## config.mk

```make
export PLATFORM = sky130hd
export DESIGN_NAME = uart_rx_framer
export DESIGN_NICKNAME = d
export VERILOG_FILES = /design/src/rtl/uart_rx_framer.sv
export SDC_FILE = /design/constraint.sdc
export NUM_CORES = 1
export LEC_CHECK = 0
export ABC_AREA = 1
export CELL_PAD_IN_SITES_DETAIL_PLACEMENT = 2
export CELL_PAD_IN_SITES_GLOBAL_PLACEMENT = 2
export CORE_ASPECT_RATIO = 0.6
export CORE_MARGIN = 3
export CORE_UTILIZATION = 37
export CTS_BUF_LIST = sky130_fd_sc_hd__clkbuf_4 sky130_fd_sc_hd__clkbuf_8 sky130_fd_sc_hd__clkbuf_16
export DETAILED_ROUTE_END_ITERATION = 8
export PLACE_DENSITY = 0.92
export REMOVE_ABC_BUFFERS = 1
export SLEW_MARGIN = 20
export SYNTH_ARGS = -nofsm -noshare
export SYNTH_HDL_FRONTEND = slang
export SYNTH_SLANG_ARGS = --single-unit
```

## constraint.sdc

```tcl
create_clock -name clk -period 4.59 [get_ports clk]
set_input_delay 0.459 -clock clk [delete_from_list [all_inputs] [get_ports clk]]
set_output_delay 0.459 -clock clk [all_outputs]
set_load 0.005 [all_outputs]
```

## src/rtl/uart_rx_framer.sv

```systemverilog
// rtl/uart_rx_framer.sv - UART receive framer: 16x oversampled start/data/stop recovery, 5..DATA_MAX data bits.
module uart_rx_framer #(
  parameter int OVERSAMPLE = 16,
  parameter int DATA_MAX   = 8
) (
  input  logic                clk,
  input  logic                rst,
  input  logic                baud_tick,
  input  logic                rx,
  input  logic [3:0]          uart_data_width,
  output logic [DATA_MAX-1:0] rx_data,
  output logic                rx_valid,
  output logic                frame_err,
  output logic                busy
);

  localparam int TW = $clog2(OVERSAMPLE);
  localparam logic [TW-1:0] TICK_MID = TW'(OVERSAMPLE / 2 - 1);
  localparam logic [TW-1:0] TICK_END = TW'(OVERSAMPLE - 1);
  localparam logic [3:0]    W_MIN    = 4'd5;
  localparam logic [3:0]    W_MAX    = 4'(DATA_MAX);

  typedef enum logic [2:0] {IDLE, START, DATA, STOP, BREAK} state_t;

  state_t              state, state_nxt;
  logic [1:0]          sync_q;
  logic                rx_s;
  logic [TW-1:0]       tick_cnt, tick_nxt;
  logic [3:0]          bit_cnt, bit_nxt;
  logic [3:0]          width_q, width_nxt, width_clamped;
  logic [DATA_MAX-1:0] shift_q, shift_nxt, rx_data_nxt;
  logic                rx_valid_nxt, frame_err_nxt;

  always_ff @(posedge clk or posedge rst) begin
    if (rst) sync_q <= 2'b11;
    else     sync_q <= {sync_q[0], rx};
  end

  assign rx_s = sync_q[1];
  assign busy = (state != IDLE);

  always_comb begin
    if (uart_data_width < W_MIN)      width_clamped = W_MIN;
    else if (uart_data_width > W_MAX) width_clamped = W_MAX;
    else                              width_clamped = uart_data_width;
  end

  always_ff @(posedge clk or posedge rst) begin
    if (rst) begin
      state     <= IDLE;
      tick_cnt  <= '0;
      bit_cnt   <= '0;
      width_q   <= W_MAX;
      shift_q   <= '0;
      rx_data   <= '0;
      rx_valid  <= 1'b0;
      frame_err <= 1'b0;
    end else begin
      state     <= state_nxt;
      tick_cnt  <= tick_nxt;
      bit_cnt   <= bit_nxt;
      width_q   <= width_nxt;
      shift_q   <= shift_nxt;
      rx_data   <= rx_data_nxt;
      rx_valid  <= rx_valid_nxt;
      frame_err <= frame_err_nxt;
    end
  end

  always_comb begin
    state_nxt     = state;
    tick_nxt      = tick_cnt;
    bit_nxt       = bit_cnt;
    width_nxt     = width_q;
    shift_nxt     = shift_q;
    rx_data_nxt   = rx_data;
    rx_valid_nxt  = 1'b0;
    frame_err_nxt = 1'b0;
    unique case (state)
      IDLE: begin
        if (!rx_s) begin
          tick_nxt  = '0;
          bit_nxt   = '0;
          width_nxt = width_clamped;
          state_nxt = START;
        end
      end
      START: begin
        // Re-check the line at the start-bit centre to reject glitches.
        if (baud_tick) begin
          if (tick_cnt == TICK_MID) begin
            tick_nxt  = '0;
            state_nxt = rx_s ? IDLE : DATA;
          end else begin
            tick_nxt = tick_cnt + 1'b1;
          end
        end
      end
      DATA: begin
        if (baud_tick) begin
          if (tick_cnt == TICK_END) begin
            tick_nxt  = '0;
            shift_nxt = {rx_s, shift_q[DATA_MAX-1:1]};
            bit_nxt   = bit_cnt + 4'd1;
            if (bit_cnt + 4'd1 == width_q) state_nxt = STOP;
          end else begin
            tick_nxt = tick_cnt + 1'b1;
          end
        end
      end
      STOP: begin
        if (baud_tick) begin
          if (tick_cnt == TICK_END) begin
            tick_nxt    = '0;
            // Narrow frames sit in the top bits of the shifter; drop them to bit 0.
            rx_data_nxt = shift_q >> (W_MAX - width_q);
            if (rx_s) begin
              rx_valid_nxt = 1'b1;
              state_nxt    = IDLE;
            end else begin
              frame_err_nxt = 1'b1;
              state_nxt     = BREAK;
            end
          end else begin
            tick_nxt = tick_cnt + 1'b1;
          end
        end
      end
      BREAK: begin
        if (rx_s) state_nxt = IDLE;
      end
      default: state_nxt = IDLE;
    endcase
  end

endmodule

```

**Run 1: routing congestion**

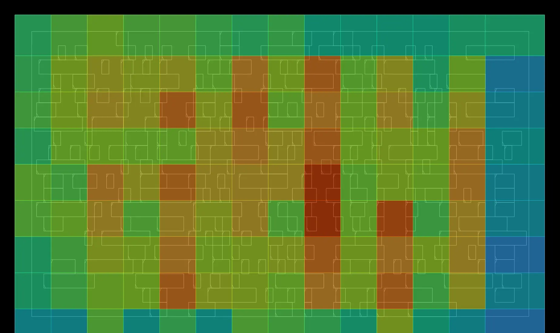
GRT Util Overall: 0.194
met2 usage: 0.298
M1 GR Usage: 0.272
fin util: 0.451

**Run 1: clock wires, drivers and flops**

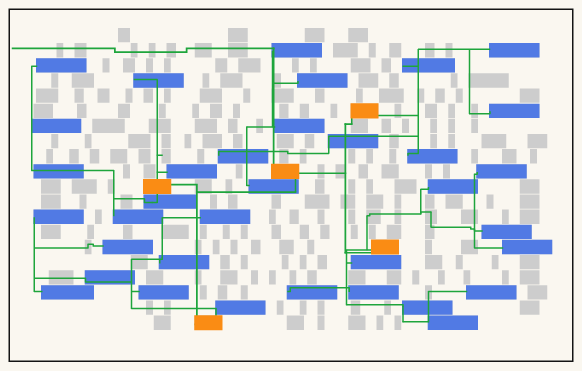
blue -> flip-flops  # count 35
green -> clock wires  # length 598 µm
orange -> clock-net drivers  # count 5
flops lie = spread over the die
routed clock nets = 6

**Run 1: ports around the boundary**

Pins as bars across the die edge, other pins in grey.
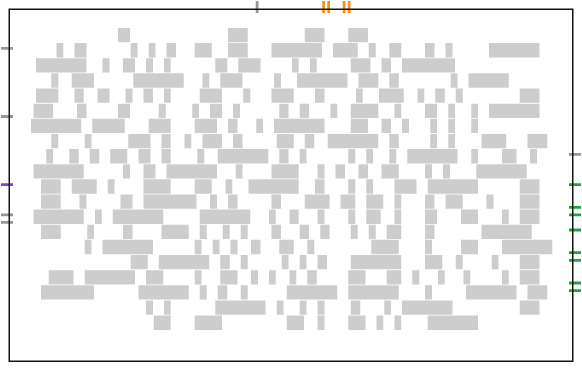
orange -> uart_data_width  # pins 4, direction input, edge top
green -> rx_data  # pins 8, direction output, edge right
purple -> rx_valid  # pins 1, direction output, edge left
all pins by edge = 9 right, 5 left, 5 top
die height: 63.0 µm
Die X: 101 µm
Buffers on Ports: 18

**Run 1: signal wires by layer**

Two of the layers only.
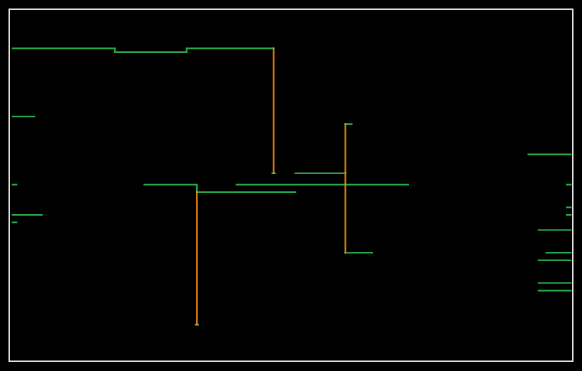
green -> M3  # wire length 171 µm
orange -> M4  # wire length 69.4 µm
drt wl/cell: 16.9 µm
wirelength, routed: 5450 µm
detailed-route via count: 1,647

==> run 1: worst max-delay path by stage <==
stage	depth (start not counted)	start	slack (ns)	endpoint
5_1_grt	7	width_q[0]$_DFFE_PP0P_	2.27	rx_data[0]$_DFFE_PP0P_
2_1_floorplan	7	width_q[0]$_DFFE_PP0P_	2.87	rx_data[0]$_DFFE_PP0P_
3_5_place_dp	7	width_q[0]$_DFFE_PP0P_	2.51	rx_data[0]$_DFFE_PP0P_
3_3_place_gp	7	baud_tick	2.61	rx_data[5]$_DFFE_PP0P_
4_1_cts	7	width_q[0]$_DFFE_PP0P_	2.48	rx_data[0]$_DFFE_PP0P_
6_report	7	width_q[0]$_DFFE_PP0P_	2.50	rx_data[0]$_DFFE_PP0P_
==> run 1: stage by stage <==
stage          power (mW)  cell area, µm²  cells  utilization  hold slack, ns
6_report             1.16            2330    322        0.451           0.376
5_1_grt              1.27            2330    322        0.451           0.378
4_1_cts              1.18            2330    322        0.451           0.374
3_5_place_dp        0.924            2230    314        0.433           0.361
3_3_place_gp        0.891            2230    314        0.433           0.345
2_1_floorplan       0.782            1960    229            -           0.345
==> run 1: critical path, delay by kind of cell, from the launching register on <==
kind | cells | cell delay, ns
flops | 1 | 0.64
compound gates | 2 | 0.50
fa+ha+maj | 1 | 0.40
buf+inv | 2 | 0.28
simple gates | 2 | 0.17
==> run 1: layer usage <==
layer  vias up  global-route usage  share of wire
li1        801                   -              -
met1       817               0.272           0.51
met2        22               0.298           0.44
met3         7              0.0401          0.031
met4         0              0.0597          0.013
met5         -                   0              0
==> run 1: where the power goes <==
part           switching [mW]  internal (mW)  total, mW
Sequential             0.0520          0.345      0.397
Combinational           0.351          0.169      0.520
Clock                   0.120          0.127      0.248
Total                   0.523          0.642       1.16
==> flow_metrics.tcl, run 1 <==
# collected from the flow reports
set metrics [dict create \
    status "finished, final reports clean" \
    nNonClkInverters 28 \
    drc 0 \
    fin_ws_ns 2.50 \
    fin_setup_tns_ns 0 \
    syn2layout_area_growth_pct 16.2 \
    crit_chain "inv_2, ha_1, inv_1, o21ai_0, nand2_1, o211ai_1, nand2_1" \
    finalCritPeriodShare 0.455 \
    diodes 0 \
    drv_cap 0 \
    path_clk_slew_ns 0.08 \
    buffers_excl_clock 19 \
    design.portCount 19 \
    numCtsBuffers 5 \
    top_regs "rx_data (8), shift_q (8)" \
    r2r_start "width_q[0]$_DFFE_PP0P_" \
    ys_seq_elements 35 \
    mux_area_frac 0 \
    dominant-cell-class "multi-input combinational cells" \
    ys_warn_count 0 \
    top_area_frac 0.400 \
    ys_sh_aoi 0.160 \
    power_density_nw_per_um2 500 \
    holdPathEnd "sync_q[1]$_DFF_PP1_" \
    reg2reg_slack_ns 2.50 \
    hold_path.class "register to register" \
    ys_area_um2 2000 \
    xor_share 0.0175 \
    irDropWorstVdd_v 0.000224 \
    gp_congestion 0.818 \
    clkCellAreaFrac 0.0409 \
    netlist_top_cells_count "67 x nand2_1, 32 x dfrtp_1, 20 x inv_1, 16 x nand3_1, 15 x o21ai_0" \
    rsz0062_at_grt "no" \
    fp_util 0.389 \
    synth-edff-count 0 \
    power.leakage_nw 1.06 \
    post_cts_buffers 0 \
    slowest_delay_ns 0.64 \
    ys_cells 233 \
    worstSetupEndpointType "register" \
    grt_pass1_wl_um 9560 \
    area.share.combinational 0.420 \
    cp_max_fo 17 \
    grt_pass1_vias 1866 \
    flop_cell "dfrtp_1" \
    slew_violations 0 \
    fmaxAchievable_ghz 0.478 \
    dp_hpwl_um 4120 \
    worst-setup-path-type "register to register" \
    cts_buffer_depth 2 \
    most-common-layout-cells "67 x nand2_1, 32 x dfrtp_1, 20 x inv_1" \
    slew_headroom 0.639 \
    worstMarginPinSlew_ns 0.536 \
    synthTopCellsByArea "dfrtp_1 40%, nand2_1 13%, o21ai_2 5.7%, nand3_1 4.0%, dfstp_2 3.9%" \
    drt_iter0_markers 50 \
    htree_num_levels 2 \
    detail-route-antenna-nets 0 \
    cts_tree "done" \
    syn_area_um2 2000 \
    rr_endpoint "rx_data[0]$_DFFE_PP0P_" \
    synth.logic.top_family "simple AND/OR/NAND/NOR gates" \
    cts_hold_buf 0 \
    cts_root_buf "clkbuf_8" \
    hold_violations 0 \
    core-area_um2 5150 \
]
**Run 1: cell classes on the final placement**

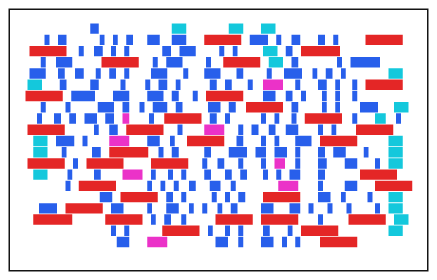

## Run 2: what changed since run 1
Settings changed: CORE_UTILIZATION 37 to 31, PLACE_DENSITY 0.92 to 0.83.
Clock period 4.59 ns to 1.8 ns, I/O delays scaled along.
**Run 2: cell classes on the final placement**

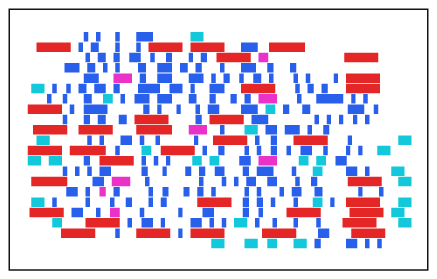
red -> registers  # cells 35, share of their area 38%
blue -> remaining logic cells  # cells 194, share of their area 47%
magenta -> clock drivers and dummy loads  # cells 8, share of their area 3.8%
cyan -> remaining buffers and delay cells  # cells 29, share of their area 11%
number of core rows: 21
core box area: 5910 µm²
fin util: 0.410

==> flow_metrics.tcl, run 2 <==
# collected from the flow reports
set metrics [dict create \
    status "finished, final reports clean" \
    fin_ws_ns 0.0881 \
    power_density_nw_per_um2 1280 \
    syn_area_um2 2000 \
    pre_cts_ws_ns 0.0572 \
    die_area_um2 7490 \
    vias 1670 \
    drt_iter0_markers 62 \
    numCtsBuffers 5 \
    routedWlPerCell_um 16.3 \
    crit_start "state[0]$_DFFE_PP0P_" \
    worstSetupStartpointType "register" \
    gp_congestion 0.854 \
    tool_warnings 25 \
    worstMarginPinSlew_ns 0.479 \
    final_cells 346 \
    cp_top_family "flip-flops" \
    finalCritPeriodShare 0.951 \
    worst-setup-path-type "register to output pin" \
    stdcell_area_um2 2420 \
    r2r_cells 9 \
    hp-start "rx" \
    r2r_start "tick_cnt[1]$_DFFE_PP0P_" \
    crit_chain "nor2_4, nand2_2, clkdlybuf4s50_1" \
    setup_viol 0 \
    cp_max_fo 6 \
    syn2layout_area_growth_pct 20.9 \
    cts_root_buf "clkbuf_8" \
    design.portCount 19 \
    worstSetupEndpointType "output pin" \
    worstSkewPairLatency_ns 0.29 \
    synth.avg_cell_area_um2 8.60 \
    fin_setup_tns_ns 0 \
    top_area_frac 0.400 \
    flop_cell "dfrtp_1" \
    grt_usage 0.165 \
    synthTopCellsByArea "dfrtp_1 40%, nand2_1 13%, o21ai_2 5.7%, nand3_1 4.0%, dfstp_2 3.9%" \
    slew_violations 0 \
    ys_area_um2 2000 \
    antenna_found_initial 0 \
    dpl.cell_count 335 \
    ys_seq_frac 0.439 \
    detail-route-antenna-nets 0 \
    diodes 0 \
    dp_hpwl_um 4370 \
    synth_top_cell_by_area "dfrtp_1" \
    hold_path.class "primary input to register" \
    irDropWorstVdd_v 0.000401 \
    place_area_um2 2300 \
    clock_skew_ns 0.00422 \
    synth_cells 233 \
    drv_cap 0 \
    whs_ns 0.295 \
    p_total_mw 3.10 \
    fmaxAchievable_ghz 0.584 \
    hold_violations 0 \
    top_regs "rx_data (8), shift_q (8)" \
    htree_num_levels 2 \
    drc 0 \
    path_clk_slew_ns 0.07 \
    die-height_um 68.3 \
    synth-edff-count 0 \
    drtPass1Iterations 4 \
    ys_seq_elements 35 \
    die_w_um 110 \
    power.leakage_nw 1.10 \
    yosysMostFrequentCell "nand2_1" \
    grt_pass1_wl_um 9160 \
    drt-total-wl_um 5660 \
    cts_tree "done" \
    rsz0062_at_grt "no" \
    port_buffers 18 \
    slew_headroom 0.677 \
    netlist_top_cells_count "67 x nand2_1, 32 x dfrtp_1, 20 x inv_1, 16 x nand3_1, 15 x o21ai_0" \
    grt_pass1_vias 1703 \
    ys_cells 233 \
    slowest_delay_ns 0.49 \
    async_flop_share 1.00 \
    worst-path-stages 3 \
    worst-path-buf-inv 1 \
    cts_buffer_depth 2 \
    most-common-layout-cells "67 x nand2_1, 31 x dfrtp_1, 20 x inv_1" \
    fp_util 0.339 \
    ys_warn_count 0 \
]
-- run 2: layer usage --
| layer | global-route usage | routed length, µm | share of wire | up-vias |
|---|---|---|---|---|
| met5 | 0 | 0 | 0 | - |
| met4 | 0.0513 | 76 | 0.013 | 0 |
| met3 | 0.0349 | 165 | 0.029 | 7 |
| met2 | 0.238 | 2400 | 0.42 | 23 |
| met1 | 0.245 | 3020 | 0.53 | 817 |
| li1 | - | - | - | 823 |
-- run 2: logic make-up after synthesis --
| logic type | synth area share |
|---|---|
| AND-OR/OR-AND | 0.160 |
| flip-flops | 0.439 |
| buffers and inverters | 0.0731 |
| AND/OR/NAND/NOR | 0.292 |
| adder cells (fa/ha/maj) | 0.0187 |
| XOR/XNOR | 0.0175 |
-- run 2: cell type report --
type / count / area (µm²)
fillers: 667 / 3490
multi-input cells: 166 / 985
flip-flops and latches: 35 / 881
repair buffers: 29 / 263
inverters: 28 / 105
well taps: 80 / 100
clock buffers: 7 / 83.8
clock inverters: 1 / 5.00
-- run 2: where the power goes --
part / total, mW / switching [mW] / internal (mW)
Sequential: 0.989 / 0.105 / 0.884
Clock: 0.590 / 0.288 / 0.302
Combinational: 1.52 / 0.977 / 0.547
Total: 3.10 / 1.37 / 1.73
-- run 2: timing repair --
action,4_1_cts,5_1_grt
endpoints found under the setup margin,0,9
hold endpoints to repair,0,0
buffers inserted,0,3
gates resized,0,2
hold buffers,0,0
-- run 2: path summary, 6_finish.rpt --
path                       slack, ns                     end
max in group asynchronous       1.14  width_q[3]$_DFFE_PP1P_
setup reg to reg                0.11  shift_q[1]$_DFFE_PP0P_
hold reg to reg                 0.36     sync_q[1]$_DFF_PP1_
setup / recovery                0.09                    busy
hold / removal                  0.29     sync_q[0]$_DFF_PP1_
min in group asynchronous       0.30  shift_q[5]$_DFFE_PP0P_
**Run 2: signal wires by layer**

Two of the layers only.
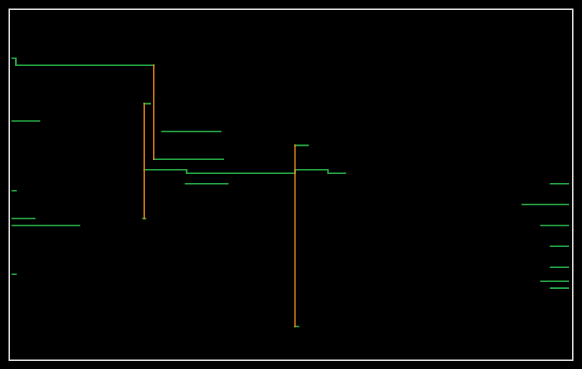

## Run 3: what changed since run 2
Settings changed: CORE_UTILIZATION 31 to 33, CTS_BUF_LIST sky130_fd_sc_hd__clkbuf_4 sky130_fd_sc_hd__clkbuf_8 sky130_fd_sc_hd__clkbuf_16 to sky130_fd_sc_hd__clkbuf_8, PLACE_DENSITY 0.83 to 0.88, REMOVE_ABC_BUFFERS 1 to not set, SLEW_MARGIN 20 to not set.
**Run 3: signal wires by layer**

Two of the layers only.
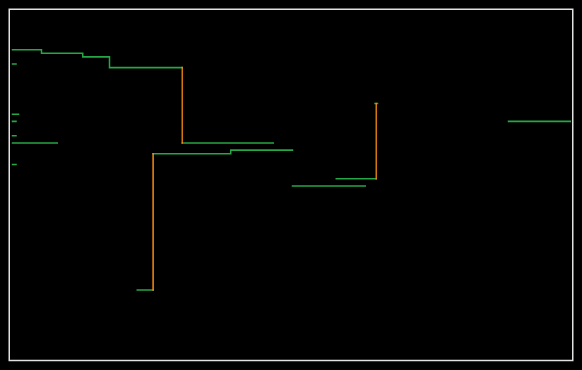
orange -> M4  # wire length 54.4 µm
green -> M3  # wire length 129 µm
detailed-route via count: 1,674
GRT Util Overall: 0.184
wirelength, routed: 5980 µm

==> flow_metrics.tcl, run 3 <==
# collected from the flow reports
set metrics [dict create \
    status "finished, final reports clean" \
    hold_path.class "primary input to register" \
    die_w_um 107 \
    worstSetupEndpointType "output pin" \
    crit_start "state[2]$_DFFE_PP0P_" \
    drc 0 \
    endpoint "busy" \
    die_area_um2 7070 \
    antenna_found_initial 0 \
    ys_cells 233 \
    num_rows 21 \
    rr_endpoint "rx_data[7]$_DFFE_PP0P_" \
    synth_top_cell_by_area "dfrtp_1" \
    r2r_start "tick_cnt[0]$_DFFE_PP0P_" \
    tool_warnings 26 \
    fmaxAchievable_ghz 0.594 \
    dp_hpwl_um 4290 \
    hold_violations 0 \
    clock_skew_ns 0.0101 \
    worst-path-stages 3 \
    grt_pass1_vias 1835 \
    die-height_um 66.4 \
    htree_num_levels 2 \
    final_core_util 0.421 \
    worst-path-buf-inv 1 \
    finalCritPeriodShare 0.935 \
    irDropWorstVdd_v 0.000421 \
    fin_setup_tns_ns 0 \
    r2r_cells 9 \
    rsz0062_at_grt "no" \
    holdPathEnd "sync_q[0]$_DFF_PP1_" \
    drv_cap 0 \
    ys_seq_elements 35 \
    path_clk_slew_ns 0.08 \
    hp-start "rx" \
    async_flop_share 1.00 \
    synth_cells 233 \
    slowest_delay_ns 0.48 \
    cp_max_fo 5 \
    gp_congestion 0.797 \
    ys_area_um2 2000 \
    netlist_top_cells_count "67 x nand2_1, 32 x dfrtp_1, 20 x inv_1, 16 x nand3_1, 15 x o21ai_0" \
    drt_iter0_markers 43 \
    slew_violations 0 \
    fp_util 0.350 \
    cts_root_buf "clkbuf_8" \
    core-area_um2 5730 \
    worstMarginPinSlew_ns 0.598 \
    power_density_nw_per_um2 1370 \
    final.fill_count 659 \
    crit_chain "nor2_4, nand2_2, clkdlybuf4s50_1" \
    setup_viol 0 \
    drtPass1Iterations 4 \
    synth.avg_cell_area_um2 8.60 \
    pre_cts_ws_ns 0.103 \
    flop_cell "dfrtp_1" \
    synthTopCellsByArea "dfrtp_1 40%, nand2_1 13%, o21ai_2 5.7%, nand3_1 4.0%, dfstp_2 3.9%" \
    syn2layout_area_growth_pct 20.5 \
    grt_pass1_wl_um 9900 \
    detail-route-antenna-nets 0 \
    diodes 0 \
    cp_top_family "flip-flops" \
    routedWlPerCell_um 17.5 \
    ys_seq_frac 0.439 \
    syn_area_um2 2000 \
    slew_headroom 0.597 \
    top_regs "rx_data (8), shift_q (8)" \
    worstSkewPairLatency_ns 0.30 \
    worstSetupStartpointType "register" \
    worst-setup-path-type "register to output pin" \
    reg2reg_slack_ns 0.12 \
    cts_hold_buf 0 \
]
## run 3: cell counts after synthesis
Identical to the previous run, type by type.
## run 3: where the power goes
group | internal [mW] | total [mW] | switching (mW)
registers | 0.885 | 0.999 | 0.113
logic | 0.529 | 1.53 | 1.00
clock network | 0.421 | 0.769 | 0.349
total | 1.83 | 3.30 | 1.47
## run 3: area by class of cell
cell class | count | area (µm²) | area share
clock buffer | 5 | 68.8 | 0.0285
clock inverter | 3 | 47.5 | 0.0197
inverter | 28 | 105 | 0.0435
multi-input combinational | 166 | 977 | 0.405
sequential | 35 | 882 | 0.365
tap | 80 | 100 | 0.0415
timing repair buffer | 25 | 233 | 0.0964
## run 3: cells by family (layout without fill, tap and decap cells)
kind of cell / Yosys count / after routing / share of synthesized area
flip-flops: 35 / 35 / 0.439
AND-OR/OR-AND: 44 / 44 / 0.160
AND/OR/NAND/NOR: 115 / 115 / 0.292
XOR/XNOR: 4 / 4 / 0.0175
adder cells (fa/ha/maj): 3 / 3 / 0.0187
buffers and inverters: 32 / 61 / 0.0731
## run 3: through the flow
stage	cells	instance area [µm²]	power (mW)	hold WS, ns
floorplan	233	2000	2.03	0.184
global placement	332	2280	2.36	0.345
detailed placement	332	2280	2.45	0.355
CTS	340	2400	3.30	0.279
global route	342	2410	3.55	0.278
finish	342	2410	3.30	0.292
## run 3: repair_timing
item / in CTS / in global routing
cloned: 0 / 0
gates resized: 1 / 2
endpoints found under the setup margin: 1 / 3
pin swaps: 0 / 1
setup buffers: 0 / 2
## run 3: layer usage
| layer | track usage | share of wire | wire length, µm |
|---|---|---|---|
| met5 | 0 | 0 | 0 |
| met4 | 0.0383 | 0.0090 | 54 |
| met3 | 0.0400 | 0.021 | 128 |
| met2 | 0.314 | 0.48 | 2880 |
| met1 | 0.240 | 0.49 | 2920 |
Power figures rest on the tool's default switching activity, not on a simulated workload.
